<file path="src/rtl/pwm_capture.sv">
// PWM capture: measures period and high time of an asynchronous PWM input
// and reconstructs the level word of a matched 2^BITS-cycle generator.
module pwm_capture #(
   parameter int WIDTH = 16,
   parameter int BITS  = 8
) (
   input  logic             clk,
   input  logic             rst_n,
   input  logic             pwm_in,
   output logic [WIDTH-1:0] period_cycles,
   output logic [WIDTH-1:0] high_cycles,
   output logic [BITS-1:0]  level_out,
   output logic             valid,
   output logic             locked,
   output logic             stalled
);

   localparam logic [WIDTH-1:0] PER_MAX = '1;
   localparam logic [WIDTH-1:0] TO_AT   = PER_MAX - WIDTH'(1);
   localparam logic [WIDTH-1:0] LOCK_P  = WIDTH'(2 ** BITS);
   localparam logic [WIDTH-1:0] LVL_TOP = WIDTH'(2 ** BITS - 1);

   typedef enum logic [1:0] {
      WAIT_RISE,
      IN_HIGH,
      IN_LOW
   } state_t;

   state_t           state;
   logic             s1, s, s_d;
   logic             rise, fall, timeout;
   logic [WIDTH-1:0] per, hi, per_p1;
   logic [BITS-1:0]  lvl_calc;

   assign rise    = s & ~s_d;
   assign fall    = ~s & s_d;
   assign timeout = (per == TO_AT) && !rise;
   assign per_p1  = per + WIDTH'(1);
   // 2^BITS-1-hi is the bitwise inverse of the low bits once hi fits
   assign lvl_calc = (hi > LVL_TOP) ? '0 : ~hi[BITS-1:0];

   always_ff @(posedge clk or negedge rst_n) begin
      if (!rst_n) begin
         s1  <= 1'b0;
         s   <= 1'b0;
         s_d <= 1'b0;
      end else begin
         s1  <= pwm_in;
         s   <= s1;
         s_d <= s;
      end
   end

   always_ff @(posedge clk or negedge rst_n) begin
      if (!rst_n) begin
         per <= '0;
         hi  <= '0;
      end else if (rise) begin
         per <= '0;
         hi  <= WIDTH'(1);
      end else begin
         if (per != PER_MAX) per <= per + WIDTH'(1);
         if (s && hi != PER_MAX) hi <= hi + WIDTH'(1);
      end
   end

   always_ff @(posedge clk or negedge rst_n) begin
      if (!rst_n) begin
         state         <= WAIT_RISE;
         period_cycles <= '0;
         high_cycles   <= '0;
         level_out     <= '0;
         valid         <= 1'b0;
         locked        <= 1'b0;
         stalled       <= 1'b0;
      end else begin
         valid <= 1'b0;
         if (rise) begin
            if (state == IN_LOW) begin
               period_cycles <= per_p1;
               high_cycles   <= hi;
               valid         <= 1'b1;
               stalled       <= 1'b0;
               locked        <= (per_p1 == LOCK_P);
               if (per_p1 == LOCK_P) level_out <= lvl_calc;
            end
            state <= IN_HIGH;
         end else if (timeout) begin
            period_cycles <= '0;
            high_cycles   <= '0;
            valid         <= 1'b1;
            stalled       <= 1'b1;
            locked        <= 1'b0;
            level_out     <= s ? '0 : '1;
            state         <= WAIT_RISE;
         end else begin
            unique case (state)
               IN_HIGH: if (fall) state <= IN_LOW;
               default: state <= state;
            endcase
         end
      end
   end

endmodule
</file>
<file path="config.mk">
export PLATFORM = sky130hd
export DESIGN_NAME = pwm_capture
export DESIGN_NICKNAME = d
export VERILOG_FILES = /design/src/rtl/pwm_capture.sv
export SDC_FILE = /design/constraint.sdc
export NUM_CORES = 1
export LEC_CHECK = 0
export CAP_MARGIN = 5
export CORE_MARGIN = 1.5
export CORE_UTILIZATION = 29
export CTS_BUF_LIST = sky130_fd_sc_hd__clkbuf_4
export CTS_CLUSTER_DIAMETER = 40
export DETAILED_ROUTE_END_ITERATION = 7
export PLACE_DENSITY = 0.44
export SKIP_CTS_REPAIR_TIMING = 1
export SLEW_MARGIN = 10
export SYNTH_ARGS = -nofsm -noshare
export SYNTH_HDL_FRONTEND = slang
export SYNTH_SLANG_ARGS = --single-unit
</file>
<file path="constraint.sdc">
create_clock -name clk -period 4 [get_ports clk]
set_input_delay 0.8 -clock clk [delete_from_list [all_inputs] [get_ports clk]]
set_output_delay 0.8 -clock clk [all_outputs]
set_load 0.01 [all_outputs]
</file>
Met1 routing:
Bar = 20 microns. Supply wires on this layer in grey.
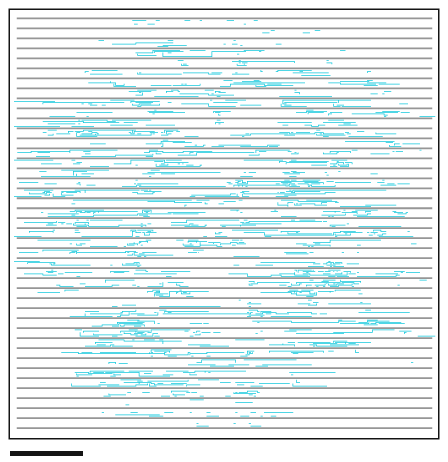
The longest straight run is 32.2 microns. The layer holds 46% of the routed length. 368 nets have wire on it. The wires run mostly horizontal. The layer carries 4000 microns of wire.

Signal wires on met2:
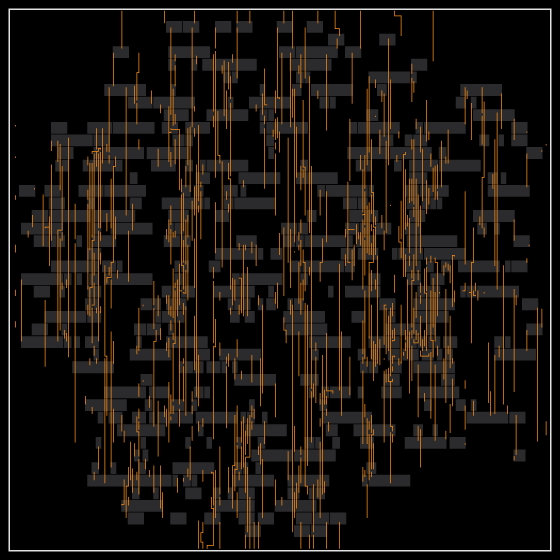
336 nets have wire on it. The longest straight run is 50.0 microns.

Metal 3:
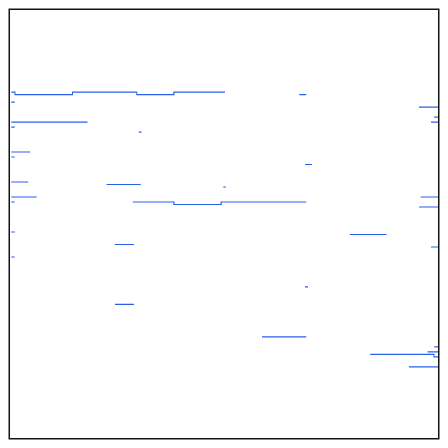
23 nets have wire on it. The wires run mostly horizontal. The longest straight run is 23.0 microns.

==> flow_summary.ini <==
; implementation run metrics
[final_timing]
fin_setup_tns_ns = 0
final.period_utilization_pct = 74.1
worst_hold_slack_ns = 0.373
final_max_slew_viol_count = 0
tightestPinTransition_ns = 0.931
fin_worst_skew_ns = 0.0142

[worst_setup_path]
cp-startpoint = per[1]
critPathCaptureType = flop
reg2reg_slack_ns = 1.04
cp.arrival_ns = 3.30
r2r_end = level_out[6]

[drt]
drt-wirelength-per-cell_microns = 15.1
drc_errors = 0
ant_nets = 0
top_layer = met4

[layout]
layout_top_cell = dfrtp_1
nNetsFinal = 409
finalInstanceArea_sq_mm = 0.00446
utilization_pct = 35.3

[floorplanning]
core_region_area_sq_mm = 0.0126
die_h_microns = 117

[run_status]
status = complete, no violations

[logic_synthesis]
compound_area_share_pct = 10.8
synthFlopType = dfrtp_1
simple_gate_area_share_pct = 19.2
topCellsByArea = dfrtp_1 (54%), nand2_1 (5.8%), o21ai_0 (5.8%)
top_area_share_pct = 53.5
async_reset_ff_share_pct = 100
ys_area_sq_mm = 0.00374

[global_route]
antenna_found_initial = 0
grt_use_met3_pct = 3.37
grt_pass1_wl_microns = 14700
grt_max_degree = 61

[min_path]
hold_class = flop to flop

[clock_network]
clock-sinks = 80
cts_max_level = 3
cts_inserted_buffers = 9

[placement]
preCtsSetupSlack_ns = 1.10
placed_cells = 562
place.gp.congestion = 0.757
critical path: stages (launching register included):
cell,delay [ns]
dfrtp_1,0.52
ha_1,0.36
nand3_2,0.22
xor2_1,0.29
a32oi_1,0.16
nor4b_2,0.37
a41o_1,0.60
mux2_4,0.34
power breakdown:
group	leakage, uW	total (uW)	switching, uW	internal, uW
Combinational	0.000739	309	161	148
Clock	0.0000734	475	286	189
Sequential	0.00109	970	84.9	885
Total	0.00190	1750	532	1220
final cells by class:
| type | instances | area (sq um) |
|---|---|---|
| Inverter | 7 | 26.3 |
| Multi-Input combinational cell | 254 | 1610 |
| Sequential cell | 80 | 2000 |
| Timing Repair Buffer | 49 | 478 |
| Clock inverter | 5 | 48.8 |
| Clock buffer | 10 | 75.1 |
| Tap cell | 172 | 215 |
| Fill cell | 1342 | 8160 |
Power figures rest on the tool's default switching activity, not on a simulated workload.
